==> images/metal_stack.png <==
The bar under the picture is 20 um long.
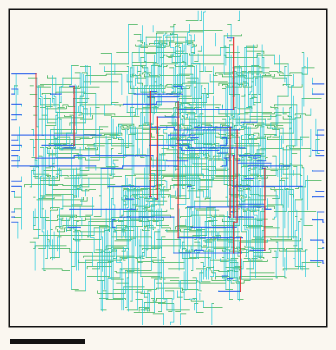
==> images/registers.png <==
The bar under the picture is 20 um long. Other sequential cells in the stronger grey, the rest of the logic in the fainter grey.
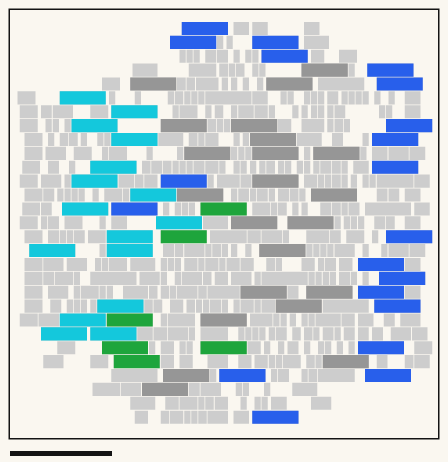
==> images/zoom.png <==
The bar under the picture is 5 um long. Window x 32 to 52, y 49 to 69 um. Cells in grey, sequential cells in the stronger grey; small squares are vias.
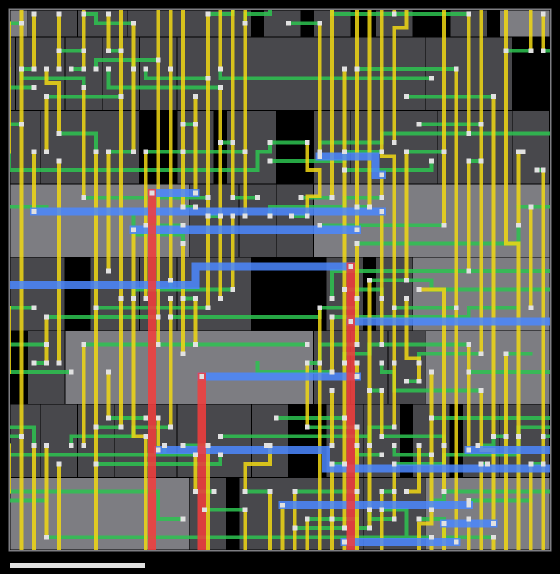
### src/rtl/bin2bcd_seq_ctrl_if.sv
// rtl/bin2bcd_seq_ctrl_if.sv - start/done handshake and result bus of the sequential binary-to-BCD converter
interface bin2bcd_seq_ctrl_if #(
  parameter int WIDTH  = 16,
  parameter int DIGITS = 5
);
  logic                  start;
  logic [WIDTH-1:0]      bin;
  logic                  ready;
  logic                  busy;
  logic                  done;
  logic [4*DIGITS-1:0]   bcd;

  modport master (
    output start,
    output bin,
    input  ready,
    input  busy,
    input  done,
    input  bcd
  );

  modport slave (
    input  start,
    input  bin,
    output ready,
    output busy,
    output done,
    output bcd
  );
endinterface

### src/rtl/bin2bcd_seq_ctrl.sv
// rtl/bin2bcd_seq_ctrl.sv - sequential shift-and-add3 binary-to-BCD converter with start/done handshake
module bin2bcd_seq_ctrl #(
  parameter int WIDTH  = 16,
  parameter int DIGITS = 5,
  parameter int CNT_W  = 6
) (
  input  logic               clk,
  input  logic               rst_n,
  bin2bcd_seq_ctrl_if.slave  bus
);

  typedef enum logic [1:0] {
    IDLE = 2'd0,
    CONV = 2'd1,
    DONE = 2'd2
  } state_t;

  localparam logic [CNT_W-1:0] LAST_CNT = CNT_W'(WIDTH - 1);

  state_t               state_q, state_d;
  logic [WIDTH-1:0]     shift_q, shift_d;
  logic [4*DIGITS-1:0]  scratch_q, scratch_d;
  logic [CNT_W-1:0]     cnt_q, cnt_d;
  logic [4*DIGITS-1:0]  bcd_q, bcd_d;

  logic [4*DIGITS-1:0]  adj;
  logic [4*DIGITS-1:0]  scratch_shifted;

  // One row of add3_ge5 cells; a nibble <= 9 plus 3 stays within 4 bits.
  always_comb begin
    adj = '0;
    for (int i = 0; i < DIGITS; i++) begin
      if (scratch_q[4*i +: 4] >= 4'd5) begin
        adj[4*i +: 4] = scratch_q[4*i +: 4] + 4'd3;
      end else begin
        adj[4*i +: 4] = scratch_q[4*i +: 4];
      end
    end
  end

  // Top bit of the adjusted scratch falls off: carries out of the MSD are discarded.
  assign scratch_shifted = {adj[4*DIGITS-2:0], shift_q[WIDTH-1]};

  always_comb begin
    state_d   = state_q;
    shift_d   = shift_q;
    scratch_d = scratch_q;
    cnt_d     = cnt_q;
    bcd_d     = bcd_q;
    case (state_q)
      IDLE: begin
        if (bus.start) begin
          shift_d   = bus.bin;
          scratch_d = '0;
          cnt_d     = '0;
          state_d   = CONV;
        end
      end
      CONV: begin
        scratch_d = scratch_shifted;
        shift_d   = {shift_q[WIDTH-2:0], 1'b0};
        cnt_d     = cnt_q + 1'b1;
        if (cnt_q == LAST_CNT) begin
          bcd_d   = scratch_shifted;
          state_d = DONE;
        end
      end
      DONE: begin
        state_d = IDLE;
      end
      default: begin
        state_d = IDLE;
      end
    endcase
  end

  always_ff @(posedge clk or negedge rst_n) begin
    if (!rst_n) begin
      state_q   <= IDLE;
      shift_q   <= '0;
      scratch_q <= '0;
      cnt_q     <= '0;
      bcd_q     <= '0;
    end else begin
      state_q   <= state_d;
      shift_q   <= shift_d;
      scratch_q <= scratch_d;
      cnt_q     <= cnt_d;
      bcd_q     <= bcd_d;
    end
  end

  assign bus.ready = (state_q == IDLE);
  assign bus.busy  = (state_q == CONV);
  assign bus.done  = (state_q == DONE);
  assign bus.bcd   = bcd_q;

endmodule

### src/flat_wrapper.sv
// flat-port wrapper written by rule: the top's interface ports become plain ports
module bin2bcd_seq_ctrl_flat 
#(
  parameter int WIDTH  = 16,
  parameter int DIGITS = 5,
  parameter int CNT_W  = 6
)
  (clk, rst_n, bus_start, bus_bin, bus_ready, bus_busy, bus_done, bus_bcd);
  bin2bcd_seq_ctrl_if #(.WIDTH(WIDTH), .DIGITS(DIGITS)) bus_i ();
  input  logic clk;
  input  logic rst_n;
  input wire logic [$bits(bus_i.start)-1:0] bus_start;
  input wire logic [$bits(bus_i.bin)-1:0] bus_bin;
  output wire logic [$bits(bus_i.ready)-1:0] bus_ready;
  output wire logic [$bits(bus_i.busy)-1:0] bus_busy;
  output wire logic [$bits(bus_i.done)-1:0] bus_done;
  output wire logic [$bits(bus_i.bcd)-1:0] bus_bcd;
  assign bus_i.start = bus_start;
  assign bus_i.bin = bus_bin;
  assign bus_ready = bus_i.ready;
  assign bus_busy = bus_i.busy;
  assign bus_done = bus_i.done;
  assign bus_bcd = bus_i.bcd;
  bin2bcd_seq_ctrl #(.WIDTH(WIDTH), .DIGITS(DIGITS), .CNT_W(CNT_W)) u_core (.clk(clk), .rst_n(rst_n), .bus(bus_i));
endmodule
### config.mk
export PLATFORM = sky130hd
export DESIGN_NAME = bin2bcd_seq_ctrl_flat
export DESIGN_NICKNAME = d
export VERILOG_FILES = /design/src/rtl/bin2bcd_seq_ctrl_if.sv /design/src/rtl/bin2bcd_seq_ctrl.sv /design/src/flat_wrapper.sv
export SDC_FILE = /design/constraint.sdc
export NUM_CORES = 1
export LEC_CHECK = 0
export ABC_AREA = 1
export CORE_UTILIZATION = 47
export DETAILED_ROUTE_END_ITERATION = 16
export PLACE_DENSITY = 0.82
export SLEW_MARGIN = 20
export SYNTH_ARGS = -nofsm -noshare
export SYNTH_HDL_FRONTEND = slang
export SYNTH_SLANG_ARGS = --single-unit
### constraint.sdc
create_clock -name clk -period 1.3 [get_ports clk]
set_input_delay 0.195 -clock clk [delete_from_list [all_inputs] [get_ports clk]]
set_output_delay 0.195 -clock clk [all_outputs]
set_load 0.01 [all_outputs]
==> job_summary.md <==
## PnR job results

| Metric | Value |
|---|---|
| Status | finished, violations left |
| Violated checks | design-rule violations, negative setup slack |
| Cell count of the worst reg-to-reg path | 7 |
| Flop Count | 64 |
| Fraction of the yosys area taken by sequential cells | 50.9% |
| Clock transition at the registers of the reported paths | 0.07 ns |
| Class of the most critical hold timing path | in -> async |
| Setup Skew | 0.00936 ns |
| Post-synthesis cell type with the largest combined area | sky130_fd_sc_hd__dfrtp_1 |
| TritonCTS clock tree | done |
| Pins over their slew limit | 0 |
| Power density normalized to cell area | 2340 mW/mm2 |
| Total number of vias | 3048 |
| Min Tclk post-route | 1.42 ns |
| Nets at Floorplan | 430 |
| Setup Crit Path Kind | reg -> reg |
| Fraction of layout instances using a drive strength above 1 | 29.6% |
| Pwr top | combinational logic |
| OpenROAD warning count | 33 |
| Global-route wire length before repair | 12500 um |
| Global route total overflow | 0 |
| Number of max-capacitance violations reported | 0 |
| M3 GR Usage | 5.64% |
| Area reported by Yosys stat | 0.00315 mm2 |
| Place WS | -0.124 ns |
| Power dissipated by switching net loads | 4.57 mW |
| Mi-comb count | 288 |
| Dominant delay contributor by cell family on the critical path | simple AND/OR/NAND/NOR gates |
| Instance tally after logic synthesis | 400 |
| Count of clock tree sinks | 64 |
| Tcrit/Tclk final | 109% |
| Post-synthesis adder-cell area fraction | 4.37% |
| Slew Limit Headroom | 76.7% |
| Die area | 0.00703 mm2 |
| Sequential cell area in the final layout | 0.00160 mm2 |
| Post-route standard cell area excluding fillers | 0.00450 mm2 |
| Number of standard-cell rows in the floorplan | 29 |
| Busiest layer in global routing | met2 |
| H-tree level count | 3 |
| Final Total Pwr | 10.5 mW |
| Endpoint arrival time on the critical path | 1.66 ns |
| Timing-limited maximum frequency | 705 MHz |
| Number of buffer and inverter instances along the worst setup path | 1 |
| Buffer count excluding the clock tree in the final layout | 86 |
| Worst-case register-to-register setup slack | -0.12 ns |
| Cts-stage hold buffer count | 1 |
| Net count, final | 515 |
| Logic family by area | simple AND/OR/NAND/NOR gates |
| Worst flop-to-flop path startpoint | u_core.cnt_q[1]$_DFFE_PN0P_ |
| Maximum ir drop on the vdd rail | 1.07 mV |
| Routed wl met2 | 4550 um |
| Yosys warnings | 0 |
| Total Wirelength | 8560 um |
| Most instantiated library cell after synthesis | sky130_fd_sc_hd__nand2_1 |
| Switching share of power | 43.5% |
| Sequential Power | 3.47 mW |
| Crit. path cell count | 7 |
| Post-route setup TNS | -2.23 ns |
| Share of flip-flops with an asynchronous set or reset after synthesis | 100% |
| Part of the power in combinational logic | 52.5% |
| Share of the core filled by cells before placement | 49.0% |
| Flip-flop and latch share of the layout cell area | 35.6% |
| Fraction of synthesized cell area taken by the top area cell type | 50.9% |
| Clkbuf count | 12 |
| Pin count of the biggest net entering global routing | 25 |
| Fin cells | 567 |
| Comb. cell area | 0.00165 mm2 |
| Area fraction in and, or, nand and nor cells after synthesis | 32.7% |
| Area Growth Syn to Fin | 42.7% |
| Average detailed-routed wire length per instance | 15.1 um |
| Detailed-routing iteration count for the pre-antenna-repair pass | 11 |
| Worst Max-Slew Pin Slew | 0.350 ns |
| Detailed placement HPWL | 4940 um |
| Flip-flops with a built-in enable | 0 |
| Power of the combinational group | 5.51 mW |
| Unrepaired setup endpoints after global routing | yes |
| DRC violation count after routing | 6 |
| Clk_lat worst skew | 0.35 ns |
| Int Pwr | 5.93 mW |
| Top post-synthesis cells by area | sky130_fd_sc_hd__dfrtp_1 51%, sky130_fd_sc_hd__nand2_1 23%, sky130_fd_sc_hd__nand3_1 4.9%, sky130_fd_sc_hd__ha_1 4.4%, sky130_fd_sc_hd__inv_1 3.9% |
| Post-synthesis cell count from yosys | 400 |
| PostCTS Resize Cnt | 47 |
| Critical Path Start | u_core.cnt_q[1]$_DFFE_PN0P_ |
| Initial antenna violation count | 0 |
| Cts bufs inserted | 9 |
| Count of antenna diodes in the layout | 0 |
| Global-route total usage across every layer | 22.6% |
| I/O Buffers | 41 |
| Top sig layer | met4 |
| Hold violation count in the final report | 0 |
| Dominant register cell | sky130_fd_sc_hd__dfrtp_1 |
| Most common cell on crit path | sky130_fd_sc_hd__nand2_1 |
| Leakage Power | 2.43 nW |
| Synthesized area divided by synthesized cell count | 7.87 um2 |
| Kind of start point of the critical path | flip-flop |
| Post-synth regs | 64 |
| Cell chain of the critical path | ha_4 > nand2_4 > nor2_4 > nand3_4 > clkbuf_16 > nand2_1 > nand2_1 |
| DRC marker count from the first detailed-route iteration | 314 |
| Placeable Area | 0.00642 mm2 |
| Largest stage delay, worst path | 0.40 ns |
| Most numerous logic cells after layout | 151 x sky130_fd_sc_hd__nand2_1, 64 x sky130_fd_sc_hd__dfrtp_1, 29 x sky130_fd_sc_hd__buf_4, 27 x sky130_fd_sc_hd__nand2_2, 23 x sky130_fd_sc_hd__inv_1 |
| Number of fillers in the final layout | 485 |
| Count of endpoints failing setup in the final report | 36 |
| Cell area after placement | 0.00376 mm2 |
| Crit Path Max Fanout | 8 |
| Most common library cells after synthesis | 189 x sky130_fd_sc_hd__nand2_1, 64 x sky130_fd_sc_hd__dfrtp_1, 33 x sky130_fd_sc_hd__inv_1 |
| Routed length on met3 | 555 um |
| Reported clock group power | 1.51 mW |
| Post-CTS repair timing setup buffer count | 7 |
| Final core area utilization | 70.0% |
| Data required time of the worst path | 1.54 ns |
| Type of element capturing the critical path | flip-flop |
| Number of non-clock inverters | 36 |
| CTS root buffer | sky130_fd_sc_hd__clkbuf_8 |
| Count of different cell masters after synthesis | 22 |
| Signal buffers share of area | 18.5% |
| Die x size | 83.9 um |
| Remaining antenna violation count | 0 |
| Vias in the first global route | 2791 |
| Global placement routability congestion | 0.782 |
| Crit path setup slack, layout | -0.117 ns |
| Syn Std Cell Area | 0.00315 mm2 |
-- metal_stack.png (at the start) --
- blue: met3 (wire length 556 um)
- cyan: met2 (wire length 4550 um)
- red: met4 (wire length 253 um)
- green: met1 (wire length 3210 um)

-- registers.png (at the start) --
- cyan: `u_core.shift_q` (placed flops 16)
- green: `u_core.cnt_q` (placed flops 6)
- blue: `u_core.bus.bcd` (placed flops 20)

-- zoom.png (at the start) --
- red: met4
- yellow: met2
- blue: met3
- green: met1
- most frequent: nand2_1 (18), dfrtp_1 (7), inv_1 (5)
- sequential cells in the window: 7
- netlist names of flops here include: `u_core.scratch_q` (6), `u_core.bus.bcd` (1)
- cells with their middle in the window: 47

No activity file was given, so power comes from the tool's default toggle rates.
